`src/rtl/uart_pkg.sv`:
```
// Shared types and defaults for the UART transmit scheduler.
// Byte width, FSM state encoding, parameter defaults, one-hot helper.
package uart_pkg;

  localparam int BYTE_W = 8;

  localparam int DEF_N_REQ          = 4;
  localparam int DEF_GAP_CYCLES     = 2;
  localparam int DEF_TIMEOUT_CYCLES = 200000;

  localparam int WDOG_W = 24;
  localparam int GAP_W  = 8;

  typedef enum logic [1:0] {
    ST_IDLE = 2'd0,
    ST_SEND = 2'd1,
    ST_GAP  = 2'd2
  } state_t;

  function automatic logic [7:0] onehot8(
    input logic [2:0] idx
  );
    return 8'b1 << idx;
  endfunction

endpackage

```
`src/rtl/uart_tx_scheduler_rr_arbiter.sv`:
```
// Combinational round-robin arbiter.
// Ports: req (requests), last_grant (previous winner) -> valid, winner.
module rr_arbiter
  import uart_pkg::*;
#(
  parameter int N_REQ = DEF_N_REQ
) (
  input  logic [N_REQ-1:0] req,
  input  logic [2:0]       last_grant,
  output logic             valid,
  output logic [2:0]       winner
);

  logic [7:0] req_pad;
  logic [3:0] idx4;
  logic [2:0] idx;

  // Walk from the farthest candidate back to the nearest so the
  // last hit (the first one after last_grant) wins.
  always_comb begin
    req_pad = 8'(req);
    valid   = 1'b0;
    winner  = last_grant;
    idx4    = '0;
    idx     = '0;
    for (int i = N_REQ; i >= 1; i--) begin
      idx4 = {1'b0, last_grant} + 4'(i);
      if (idx4 >= 4'(N_REQ))
        idx4 = idx4 - 4'(N_REQ);
      idx = idx4[2:0];
      if (req_pad[idx]) begin
        valid  = 1'b1;
        winner = idx;
      end
    end
  end

endmodule

```
`src/rtl/uart_tx_scheduler.sv`:
```
// Shares one uart_tx among N_REQ requesters: round-robin grant,
// inter-byte gap and a watchdog on the frame.
// Ports: clk, rstn (async low); req/req_data in, ack/sent pulses out;
// tx_en/tx_data/tx_done to uart_tx; busy, cur_id, timeout_err status.
module uart_tx_scheduler
  import uart_pkg::*;
#(
  parameter int N_REQ          = DEF_N_REQ,
  parameter int GAP_CYCLES     = DEF_GAP_CYCLES,
  parameter int TIMEOUT_CYCLES = DEF_TIMEOUT_CYCLES
) (
  input  logic                    clk,
  input  logic                    rstn,
  input  logic [N_REQ-1:0]        req,
  input  logic [BYTE_W*N_REQ-1:0] req_data,
  output logic [N_REQ-1:0]        ack,
  output logic [N_REQ-1:0]        sent,
  output logic                    tx_en,
  output logic [BYTE_W-1:0]       tx_data,
  input  logic                    tx_done,
  output logic                    busy,
  output logic [2:0]              cur_id,
  output logic                    timeout_err
);

  state_t              state, state_n;
  logic [2:0]          last_grant, last_n;
  logic [WDOG_W-1:0]   wdog, wdog_n;
  logic [GAP_W-1:0]    gap_cnt, gap_n;
  logic                tx_en_n, busy_n, to_n;
  logic [BYTE_W-1:0]   tx_data_n, sel_byte;
  logic [2:0]          cur_id_n;
  logic [N_REQ-1:0]    ack_n, sent_n;
  logic                arb_valid;
  logic [2:0]          winner;
  logic [7:0]          oh;

  rr_arbiter #(
    .N_REQ(N_REQ)
  ) u_arb (
    .req       (req),
    .last_grant(last_grant),
    .valid     (arb_valid),
    .winner    (winner)
  );

  always_comb begin
    sel_byte = '0;
    for (int i = 0; i < N_REQ; i++)
      if (3'(i) == winner)
        sel_byte = req_data[i*BYTE_W +: BYTE_W];
  end

  always_comb begin
    state_n   = state;
    tx_en_n   = tx_en;
    tx_data_n = tx_data;
    cur_id_n  = cur_id;
    last_n    = last_grant;
    wdog_n    = wdog;
    gap_n     = gap_cnt;
    ack_n     = '0;
    sent_n    = '0;
    to_n      = 1'b0;
    oh        = '0;
    unique case (state)
      ST_IDLE: begin
        if (arb_valid) begin
          oh        = onehot8(winner);
          state_n   = ST_SEND;
          tx_en_n   = 1'b1;
          tx_data_n = sel_byte;
          cur_id_n  = winner;
          last_n    = winner;
          ack_n     = oh[N_REQ-1:0];
          wdog_n    = '0;
        end
      end
      ST_SEND: begin
        // tx_done takes priority over a same-cycle watchdog expiry.
        if (tx_done) begin
          oh      = onehot8(cur_id);
          state_n = ST_GAP;
          tx_en_n = 1'b0;
          sent_n  = oh[N_REQ-1:0];
          wdog_n  = '0;
          gap_n   = '0;
        end else if (wdog == WDOG_W'(TIMEOUT_CYCLES - 1)) begin
          state_n = ST_GAP;
          tx_en_n = 1'b0;
          to_n    = 1'b1;
          wdog_n  = '0;
          gap_n   = '0;
        end else begin
          wdog_n = wdog + 1'b1;
        end
      end
      ST_GAP: begin
        if (gap_cnt == GAP_W'(GAP_CYCLES - 1)) begin
          state_n = ST_IDLE;
          gap_n   = '0;
        end else begin
          gap_n = gap_cnt + 1'b1;
        end
      end
      default: state_n = ST_IDLE;
    endcase
    busy_n = (state_n != ST_IDLE);
  end

  always_ff @(posedge clk or negedge rstn) begin
    if (!rstn) begin
      state       <= ST_IDLE;
      tx_en       <= 1'b0;
      tx_data     <= '0;
      cur_id      <= '0;
      last_grant  <= 3'(N_REQ - 1);
      wdog        <= '0;
      gap_cnt     <= '0;
      ack         <= '0;
      sent        <= '0;
      busy        <= 1'b0;
      timeout_err <= 1'b0;
    end else begin
      state       <= state_n;
      tx_en       <= tx_en_n;
      tx_data     <= tx_data_n;
      cur_id      <= cur_id_n;
      last_grant  <= last_n;
      wdog        <= wdog_n;
      gap_cnt     <= gap_n;
      ack         <= ack_n;
      sent        <= sent_n;
      busy        <= busy_n;
      timeout_err <= to_n;
    end
  end

endmodule

```
`config.mk`:
```
export PLATFORM = sky130hd
export DESIGN_NAME = uart_tx_scheduler
export DESIGN_NICKNAME = d
export VERILOG_FILES = /design/src/rtl/uart_pkg.sv /design/src/rtl/uart_tx_scheduler_rr_arbiter.sv /design/src/rtl/uart_tx_scheduler.sv
export SDC_FILE = /design/constraint.sdc
export NUM_CORES = 1
export LEC_CHECK = 0
export ABC_AREA = 1
export ABC_CLOCK_PERIOD_IN_PS = 2550
export CAP_MARGIN = 15
export CORE_MARGIN = 8
export CORE_UTILIZATION = 45
export DETAILED_ROUTE_END_ITERATION = 12
export GPL_TIMING_DRIVEN = 0
export PLACE_DENSITY = 0.75
export SYNTH_ARGS = -nofsm -noshare
export SYNTH_HDL_FRONTEND = slang
export SYNTH_SLANG_ARGS = --single-unit
```
`constraint.sdc`:
```
create_clock -name clk -period 2.55 [get_ports clk]
set_input_delay 0.51 -clock clk [delete_from_list [all_inputs] [get_ports clk]]
set_output_delay 0.51 -clock clk [all_outputs]
set_load 0.02 [all_outputs]
```
==> GITHUB_STEP_SUMMARY <==
### Yosys + OpenROAD results

| Metric | Value |
|---|---|
| Register share after synthesis | `0.414` |
| Pwr Density | `390 nW/um^2` |
| Post-placement cell count | `652` |
| Met2 Use GR | `0.296` |
| Die ar. | `10,900 sq um` |
| Grt met1 use | `0.205` |
| N_diodes | `0` |
| Unrepaired setup endpoints after global routing | `true` |
| Routed WL per cell | `14.2 um` |
| Status | `finished clean` |
| Buffer and inverter count on the worst path | `3` |
| Final hold violations | `0` |
| Tool Warnings | `29` |
| Die Y | `104 um` |
| Vias in the first global route | `3,567` |
| Post-CTS Setup Bufs | `0` |
| Period utilization | `0.948` |
| Switching pwr | `415 uW` |
| Mapped Nets | `534` |
| CTS tree | `done` |
| Cts hold-fix bufs | `0` |
| RR Endpoint | `tx_data[3]` |
| Worst-case clock buffer depth | `2` |
| CTS resizes | `0` |
| Most common cell in the synthesized netlist | `nand2_1` |
| CP startpoint | `last_grant[1]` |
| PnR worst setup slack | `0.132 ns` |
| Fin Hold WS | `0.187 ns` |
| Kind of critical path | `flop to flop` |
| YS chip area | `3510 sq um` |
| Critical path's top delay family | `simple AND/OR/NAND/NOR gates` |
| Number of flip-flops in the largest register | `24` |
| Root Driver | `clkbuf_8` |
| Total GRT Usage | `0.177` |
| P_int | `1.33 mW` |
| Layout fillers | `724` |
| Die W | `104 um` |
| Layout cells sized above 1 | `0.0757` |
| R2R setup slack | `0.13 ns` |
| Final slew viol count | `0` |
| Most flops, register | `wdog` |
| Total core area | `7650 sq um` |
| FF-to-FF Start | `last_grant[1]` |
| Pin count of the biggest net entering global routing | `33` |
| Cell depth of the worst flop-to-flop path | `14` |
| WL met1 | `4190 um` |
| Drt total wl | `9540 um` |
| Worst-path cell chain | `inv_1 -> ha_4 -> inv_1 -> nand3_1 -> nand3_1 -> nand3_1 -> nand3_1 -> nand2_2 -> nand2_4 -> buf_4 -> o21bai_1 -> nand2_1 -> nand2_1 -> nand2_1` |
| GR Util met3 | `0.0688` |
| Initial drt markers | `123` |
| FF+latch area | `1450 sq um` |
| DPL Wire Length | `7300 um` |
| Max FO, Critical Path | `10` |
| Total Power | `1.75 mW` |
| Synth Area per Inst | `7.17 sq um` |
| Slew @ Worst Pin | `0.638 ns` |
| Critical Path Sink Type | `flop` |
| Util after Layout | `0.586` |
| Worst min-delay path category | `primary input to asynchronous set/reset pin` |
| Sequential share of power | `0.531` |
| Total stage count of the critical path | `14` |
| Post-synth ARST share | `1.00` |
| DRC violations left | `0` |
| Switching Share | `0.237` |
| Final instance area | `4480 sq um` |
| Top area contributor share | `0.399` |
[cells in the final DEF (no fill, tap or decap), types with 10 or more instances in the layout]
cell / synthesis / routed
clkdlybuf4s50_1: 0 / 58
dfrtp_1: 56 / 56
inv_1: 81 / 80
nand2_1: 134 / 132
nand3_1: 50 / 48
nand4_1: 17 / 17
nor2_1: 34 / 33
nor3_1: 19 / 19
nor4_1: 10 / 10
o21ai_0: 11 / 11
xor2_1: 15 / 15
[layout make-up]
cell class,count,share of cell area
sequential,58,0.324
clock inverter,3,0.00391
inverter,84,0.0709
buffer,7,0.00837
multi-input combinational,341,0.395
clock buffer,13,0.0310
tap,102,0.0285
timing repair buffer,62,0.138
clock_map.png
(4 px per um)
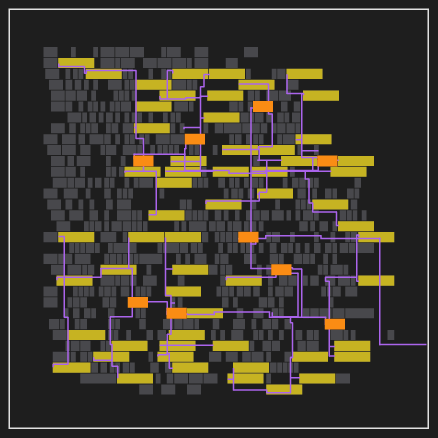
[flip-flops] yellow | count: 58
[cells driving clock nets] orange | count: 9
[clock wires] purple | length: 869 um
routed clock nets: 10

final_clocks.png
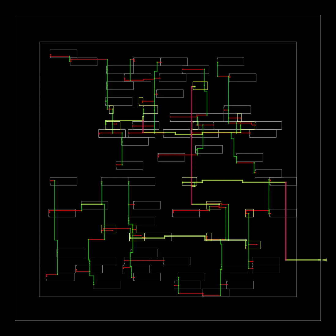
Clock Sinks: 58
Seq Cell Count: 58
Inserted Clock Buffers: 9

met1.png
(3 px per um) Supply wires on this layer in gray.
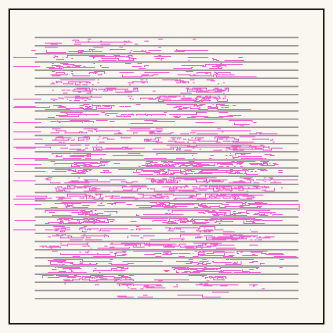
share of all routed wire: 44%
nets with wire on the layer: 560

met3.png
(4 px per um)
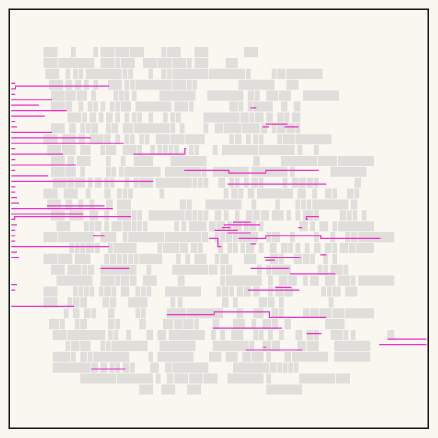
longest straight run: 35.2 um
nets with wire on the layer: 60
main direction: horizontal
share of all routed wire: 6.9%

Power figures rest on the tool's default switching activity, not on a simulated workload.
